==> src/rtl/sequencer_pattern_input_pkg.sv <==
// Shared constants for the step-sequencer pattern input block.
// Register map, status bit positions and debounce default.
package sequencer_pattern_input_pkg;

  localparam int DEBOUNCE_CYCLES_DEFAULT = 1000000;

  localparam logic [1:0] ADDR_PATTERN = 2'd0;
  localparam logic [1:0] ADDR_STATUS  = 2'd1;
  localparam logic [1:0] ADDR_KEYS    = 2'd2;

  localparam int EVT_BIT = 0;
  localparam int CLR_BIT = 1;

endpackage

==> src/rtl/key_debouncer.sv <==
// One button: 2-flop synchronizer, hold-time debouncer
// and a registered one-cycle pulse on each accepted press.
module key_debouncer #(
  parameter int DEBOUNCE_CYCLES = 1000000,
  parameter int CNT_W           = 20
) (
  input  logic clk,
  input  logic rst_n,
  input  logic raw,
  output logic db,
  output logic rise
);

  localparam logic [CNT_W-1:0] CNT_MAX =
    CNT_W'(DEBOUNCE_CYCLES - 1);

  logic             s1;
  logic             s2;
  logic             db_q;
  logic             db_d;
  logic             rise_q;
  logic [CNT_W-1:0] cnt;

  always_ff @(posedge clk or negedge rst_n) begin
    if (!rst_n) begin
      s1     <= 1'b0;
      s2     <= 1'b0;
      db_q   <= 1'b0;
      db_d   <= 1'b0;
      rise_q <= 1'b0;
      cnt    <= '0;
    end else begin
      s1     <= raw;
      s2     <= s1;
      db_d   <= db_q;
      rise_q <= db_q & ~db_d;
      // any return to the accepted level restarts the hold count
      if (s2 == db_q) begin
        cnt <= '0;
      end else if (cnt == CNT_MAX) begin
        db_q <= s2;
        cnt  <= '0;
      end else begin
        cnt <= cnt + 1'b1;
      end
    end
  end

  assign db   = db_q;
  assign rise = rise_q;

endmodule

==> src/rtl/sequencer_pattern_input.sv <==
// Step buttons to 8-bit step pattern, with clear-all,
// sticky event flag and a small processor register port.
module sequencer_pattern_input
  import sequencer_pattern_input_pkg::*;
#(
  parameter int N_KEYS          = 8,
  parameter int DEBOUNCE_CYCLES = DEBOUNCE_CYCLES_DEFAULT,
  parameter int CNT_W           = 20
) (
  input  logic              clk,
  input  logic              rst_n,
  input  logic [N_KEYS-1:0] btn_in,
  input  logic              clr_btn,
  input  logic              sel,
  input  logic              we,
  input  logic [1:0]        addr,
  input  logic [N_KEYS-1:0] data_in,
  output logic [N_KEYS-1:0] data_out,
  output logic [N_KEYS-1:0] pattern_out,
  output logic              evt
);

  logic [N_KEYS:0]   raw;
  logic [N_KEYS:0]   db;
  logic [N_KEYS:0]   rise;
  logic [N_KEYS-1:0] key_rise;
  logic              clr_rise;
  logic              wr_pat;
  logic              rd_stat;
  logic [N_KEYS-1:0] pattern;
  logic              evt_q;

  // index N_KEYS is the clear-all button
  assign raw = {clr_btn, btn_in};

  for (genvar i = 0; i <= N_KEYS; i++) begin : g_deb
    key_debouncer #(
      .DEBOUNCE_CYCLES(DEBOUNCE_CYCLES),
      .CNT_W          (CNT_W)
    ) u_deb (
      .clk  (clk),
      .rst_n(rst_n),
      .raw  (raw[i]),
      .db   (db[i]),
      .rise (rise[i])
    );
  end

  assign key_rise = rise[N_KEYS-1:0];
  assign clr_rise = rise[N_KEYS];
  assign wr_pat   = sel & we & (addr == ADDR_PATTERN);
  assign rd_stat  = sel & ~we & (addr == ADDR_STATUS);

  always_ff @(posedge clk or negedge rst_n) begin
    if (!rst_n) begin
      pattern <= '0;
      evt_q   <= 1'b0;
    end else begin
      if (wr_pat) begin
        pattern <= data_in;
      end else if (clr_rise) begin
        pattern <= '0;
      end else begin
        pattern <= pattern ^ key_rise;
      end
      // a press in the read cycle must not be lost
      if (|rise) begin
        evt_q <= 1'b1;
      end else if (rd_stat) begin
        evt_q <= 1'b0;
      end
    end
  end

  always_comb begin
    data_out = '0;
    unique case (addr)
      ADDR_PATTERN: data_out = pattern;
      ADDR_STATUS: begin
        data_out[EVT_BIT] = evt_q;
        data_out[CLR_BIT] = db[N_KEYS];
      end
      ADDR_KEYS: data_out = db[N_KEYS-1:0];
      default: data_out = '0;
    endcase
  end

  assign pattern_out = pattern;
  assign evt         = evt_q;

endmodule

==> config.mk <==
export PLATFORM = sky130hd
export DESIGN_NAME = sequencer_pattern_input
export DESIGN_NICKNAME = d
export VERILOG_FILES = /design/src/rtl/sequencer_pattern_input_pkg.sv /design/src/rtl/key_debouncer.sv /design/src/rtl/sequencer_pattern_input.sv
export SDC_FILE = /design/constraint.sdc
export NUM_CORES = 1
export LEC_CHECK = 0
export ABC_AREA = 0
export CAP_MARGIN = 20
export CORE_MARGIN = 3
export CORE_UTILIZATION = 58
export CTS_CLUSTER_DIAMETER = 60
export DETAILED_ROUTE_END_ITERATION = 12
export PLACE_DENSITY = 0.79
export SLEW_MARGIN = 20
export SYNTH_ARGS = -nofsm -noshare
export SYNTH_HDL_FRONTEND = slang
export SYNTH_SLANG_ARGS = --single-unit
==> constraint.sdc <==
create_clock -name clk -period 3.1 [get_ports clk]
set_input_delay 0.31 -clock clk [delete_from_list [all_inputs] [get_ports clk]]
set_output_delay 0.31 -clock clk [all_outputs]
set_load 0.005 [all_outputs]
run_1/met3.png
Scale: 3 px per um.
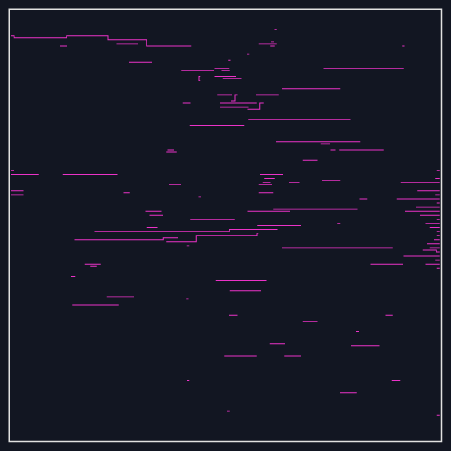
nets with wire on the layer: 76
share of all routed wire: 4.0%

run_1/drive_strength.png
Scale: 3 px per um.
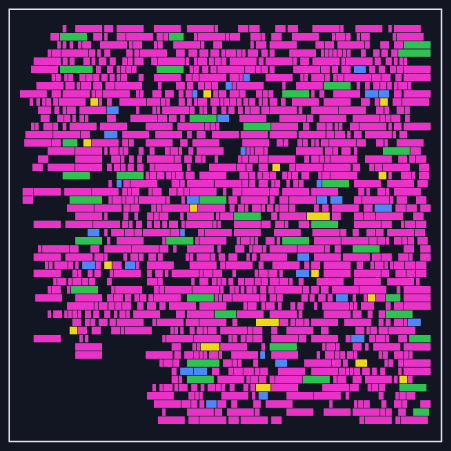
legend:
  drive 2:
    color: blue
    cells: 31
    share: 2.7%
  drive 3 to 4:
    color: yellow
    cells: 17
    share: 1.5%
  drive 1 or less:
    color: magenta
    cells: 1061
    share: 93%
  drive 6 and up:
    color: green
    cells: 35
    share: 3.1%
Design Area, Final: 12500 um2
non-clock buffer count: 52
Setup WS post-layout: 694 ps

==> CHANGELOG.md, run 1 <==
### Implementation results

* RSZ-0062 raised after global routing: no
* Slowest cell on crit path: clkdlybuf4s50_1
* DP Area at 11700 um2
* RR Startpoint: g_deb[6].u_deb.cnt[0]$_DFF_PN0_
* Final min period at 2410 ps
* P_sw at 1.41 mW
* Ports at 40
* Post-synth area hogs: dfrtp_1 53%, xnor2_1 6.1%, nor2_1 5.2%, xor2_1 4.4%, nand3_1 3.1%
* Crit Path Max Fanout at 12
* Antenna-violating nets left at 0
* Synth warnings at 0
* Filler cells at 1367
* Metal3 WL at 868 um
* # setup viols final at 0
* Busiest grt layer: met2
* Max-slew violations at 0
* Clock buf/inv share at 6.71%
* Crit start category: input port
* Post-layout util at 68.5%
* Clock-pin slew on the worst setup and hold paths at 60 ps
* Core Region at 18300 um2
* Total of max-cap violations at 0
* Comb power frac at 5.0%
* Sequential share of cell area at 46.8%
* Clock root cell: clkbuf_16
* Crit-path cells: clkdlybuf4s50_1 -> nand2_1 -> o22ai_1 -> clkdlybuf4s50_1
* Power Combinational at 326 uW
* Yosys chip area at 11000 um2
* Min-delay worst type: input port to flop
* Register share after synthesis at 53.4%
* Clock share of power at 46.4%
* Syn Area/Cell at 10.1 um2
* Die height at 144 um
* Cell type with the largest total area: dfrtp_1
* Crit path arrival time at 2100 ps
* Ys cells at 1083
* Initial antenna violation count at 0
* VDD IR max at 339 uV
* Post-CTS setup repair buffer count at 0
* CP Class: input port to primary output
* Place WS at 696 ps
* Hpwl dp at 14.2 mm
* Vias per cell at 5.89
* Routed len/inst at 15.6 um
* Worst slew pin tran at 806 ps
* CTS tree: built
* Top Consumer: registers
* Fin cells at 1373
* DRT Pass-1 Iters at 5
* GR Util met2 at 34.7%
* Total gr overflow at 0
* Clock Sinks at 234
* Top Metal Used: met4
* DR WL met2 at 9.98 mm
* Post-synthesis instance total at 1083
* Crit. End Element: primary output
* Leakage at 5.12 nW
* Largest net degree at the start of global routing at 86
* MI comb cells at 784
* DRC Markers at 0
* Met3 usage at 3.36%
* Total negative slack at 0 ps
* Cell area after synthesis at 11000 um2
* H-tree depth at 1
* Initial Util at 60.1%
* Floorplan Nets at 1115
* Sw frac at 21.6%
* Non-clock inverter count in the final layout at 32
* Worst hold path startpoint: btn_in[7]
* Reg power frac at 48.6%
* Tool Warnings at 26
* Biggest Area Class: sequential cells
* Internal Power at 5.14 mW
* Status: finished clean
* Crit path launch: addr[1]
* GRT Util Overall at 21.5%
* Cts repair resizes at 0
* Dominant logic cell type in the layout: dfrtp_1
* Dominant register cell: dfrtp_1
* RePlAce Congestion at 0.835
* Endpoints failing hold at 0
* Worst hold path cell count at 1
* First-pass GRT wire length at 37.3 mm
* GR Util met1 at 30.5%
* Fin nets at 1161
* Max transition margin at 46.3%
* Die W at 144 um
* Layout area overhead at 14.0%
* R2R Setup Slk at 840 ps
* Top-count cell post-synth: dfrtp_1
run_1/wire_density.png
Scale: 2 px per um. The die is cut into 29 by 29 equal tiles; black is low, pale yellow is high, scaled to the fullest tile. Values are wire area over tile area, all layers added.
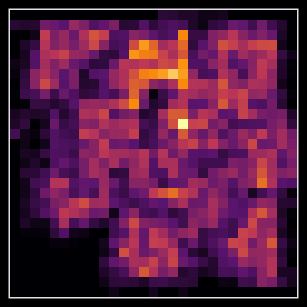
tiles over half the peak: 9.8%
nearly empty tiles: 16%
mean over tiles: 0.17
emptiest ninth of the die: bottom left
fullest tile: 0.64

run_1/final_clocks.png
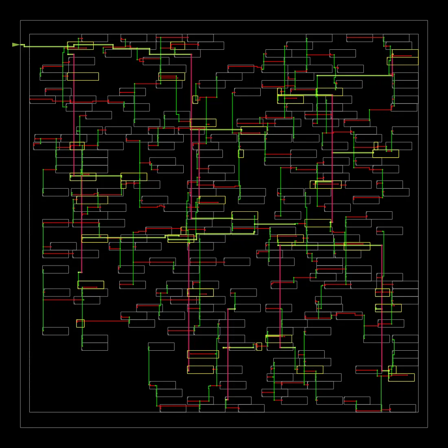
clkbuf count: 30
flop count: 234
clock skew: 6.71 ps
cts bufs inserted: 25
Worst-Skew Late Latency: 500 ps

## run 1: flip-flops by register name (all words and copies together), names as in the netlist
name	count
g_deb.u_deb.s2	9
g_deb.u_deb.cnt	180
g_deb.u_deb.db_d	9
g_deb.u_deb.s1	9
evt	1
g_deb.u_deb.db	9
pattern_out	8
g_deb.u_deb.rise	9
## run 1: cell families (layout without fill, tap and decap cells)
family,count (synthesis),in the layout,synth area share [%]
DFF,234,234,53.4
buffers and inverters,65,126,2.33
adders and majority gates,9,9,1.03
xor gates and xnor gates,131,131,10.5
muxes,17,17,1.65
AOI/OAI and AO/OA,116,116,6.51
and+or+nand+nor,511,511,24.7
## run 1: worst max-delay path: cells and delay by family
family | cells | cell delay (ps)
buffers and inverters | 2 | 1460
AND-OR/OR-AND | 1 | 170
AND/OR/NAND/NOR | 1 | 160
run_1/registers.png
Scale: 2 px per um. Other sequential cells in the stronger gray, the rest of the logic in the fainter gray.
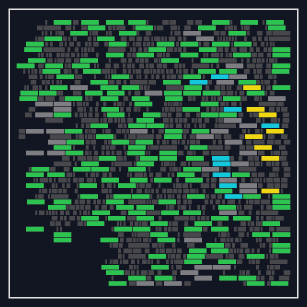

==> run 2: changes to the inputs <==
Settings changed: CORE_UTILIZATION 58 to 55.
Clock period 3.1 ns to 1.96 ns, I/O delays scaled along.
run_2/registers.png
Scale: 2 px per um. Other sequential cells in the stronger gray, the rest of the logic in the fainter gray.
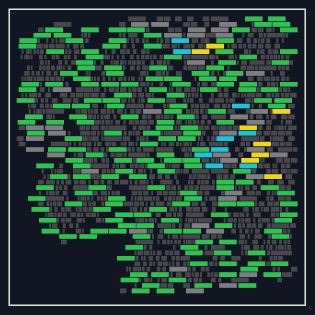
legend:
  `g_deb.u_deb.db_d`:
    color: cyan
    placed_flops: 9
  `g_deb.u_deb.cnt`:
    color: green
    placed_flops: 180
    where: all over the die
  `pattern_out`:
    color: yellow
    placed_flops: 8
not colored: 37
sequential share of cell area: 44.1%
post-layout util: 68.1%
sequential power: 5.02 mW
storage element area: 5860 um2

==> run 2 against run 1 <==
Final cell count grew 8.3%. Highest routed layer unchanged. Critical path type is now flop to flop. Clock power grew about 60%. Clock skew grew 6.9 ps. Sequential cell count is the same. Non-clock buffer count grew 74. Hold slack lost 130 ps. Die area grew 5.2%.
==> CHANGELOG.md, run 2 <==
### Implementation results

* CP Class: flop to flop
* Place WS at -35.0 ps (-731 ps)
* Top-count cell post-synth: dfrtp_1
* Core Region at 19500 um2 (+6.9%)
* Max transition margin at 68.5% (+22 points)
* Tool Warnings at 26 (unchanged)
* Ys cells at 1083 (unchanged)
* R2R Setup Slk at 50 ps (-790 ps)
* GR Util met2 at 36.0% (+1.3 points)
* Busiest grt layer: met2
* Clock buf/inv share at 6.61% (-0.097 points)
* Non-clock buffer count at 126 (+140%)
* DRT Pass-1 Iters at 5 (unchanged)
* Cell area after synthesis at 11000 um2 (unchanged)
* RePlAce Congestion at 0.882 (+5.7%)
* Floorplan Nets at 1115 (unchanged)
* Crit path launch: g_deb[7].u_deb.cnt[13]$_DFF_PN0_
* Worst hold path startpoint: btn_in[6]
* Area fraction in xor and xnor cells at 10.5% (unchanged)
* Status: finished clean
* Sw frac at 22.2% (+0.62 points)
* DR WL met2 at 11.5 mm (+15%)
* Total of max-cap violations at 0 (unchanged)
* Metal3 WL at 731 um (-16%)
* Critical Path Stages at 5 (+1)
* Slowest cell on crit path: or4_4
* Clock-pin slew on the worst setup and hold paths at 60 ps (about the same)
* P_sw at 2.33 mW (+65%)
* Dominant logic cell type in the layout: dfrtp_1
* Biggest Area Class: sequential cells
* Total gr overflow at 0 (unchanged)
* Mux area share at 1.65% (unchanged)
* Yosys chip area at 11000 um2 (unchanged)
* Final min period at 1910 ps
* Die height at 147 um (+2.6%)
* Clock share of power at 46.4% (about the same)
* Die W at 147 um (+2.6%)
* Clock skew at 13.6 ps (+6.93 ps)
* Worst-Skew Late Latency at 520 ps (+20 ps)
* Setup WS post-layout at 53.0 ps (-641 ps)
* Largest Register: g_deb.u_deb.cnt
* Initial Util at 56.2% (-3.9 points)
* Post-synthesis instance total at 1083 (unchanged)
* VDD IR max at 617 uV (+82%)
* Reg power frac at 47.9% (-0.7 points)
* RR Startpoint: g_deb[7].u_deb.cnt[13]$_DFF_PN0_
* H-tree depth at 1 (unchanged)
* Leakage at 5.54 nW (+8.3%)
* Fin cells at 1487 (+8.3%)
* And+or+nand+nor area frac at 24.7% (unchanged)
* Filler cells at 1457 (+6.6%)
* Largest net degree at the start of global routing at 61 (-29%)
* Cts bufs inserted at 26 (+4.0%)
* Largest register FFs at 180 (unchanged)
* Hpwl dp at 15.5 mm (+9.3%)
* Dominant register cell: dfrtp_1
* First-pass GRT wire length at 38.9 mm (+4.4%)
* DRC Markers at 0 (unchanged)
* CTS tree: built
* GRT Util Overall at 21.0% (-0.46 points)
* Internal Power at 8.17 mW (+59%)
* Aoi share at 6.51% (unchanged)
* Max-slew violations at 0 (unchanged)
* Vias per cell at 5.64 (-4.3%)
* Worst hold path cell count at 1 (unchanged)
* Clock root cell: clkbuf_16
-- run 2: what timing repair did --
action	CTS	global route
resized	10	29
hold buffers	1	0
endpoints found under the hold margin	55	0
pin swaps	2	9
setup endpoints to repair	24	60
setup buffers	1	6
cloned	2	2
-- run 2: through the flow --
step	utilization (%)	cell area [um2]	total power, mW	TNS [ps]
2_1_floorplan	-	11000	5.31	0
6_report	68.1	13300	10.5	0
4_1_cts	67.4	13200	10.6	0
3_3_place_gp	62.6	12200	5.68	-75.0
5_1_grt	68.1	13300	10.9	-104
3_5_place_dp	62.6	12200	5.70	-414
No activity file was given, so power comes from the tool's default toggle rates.
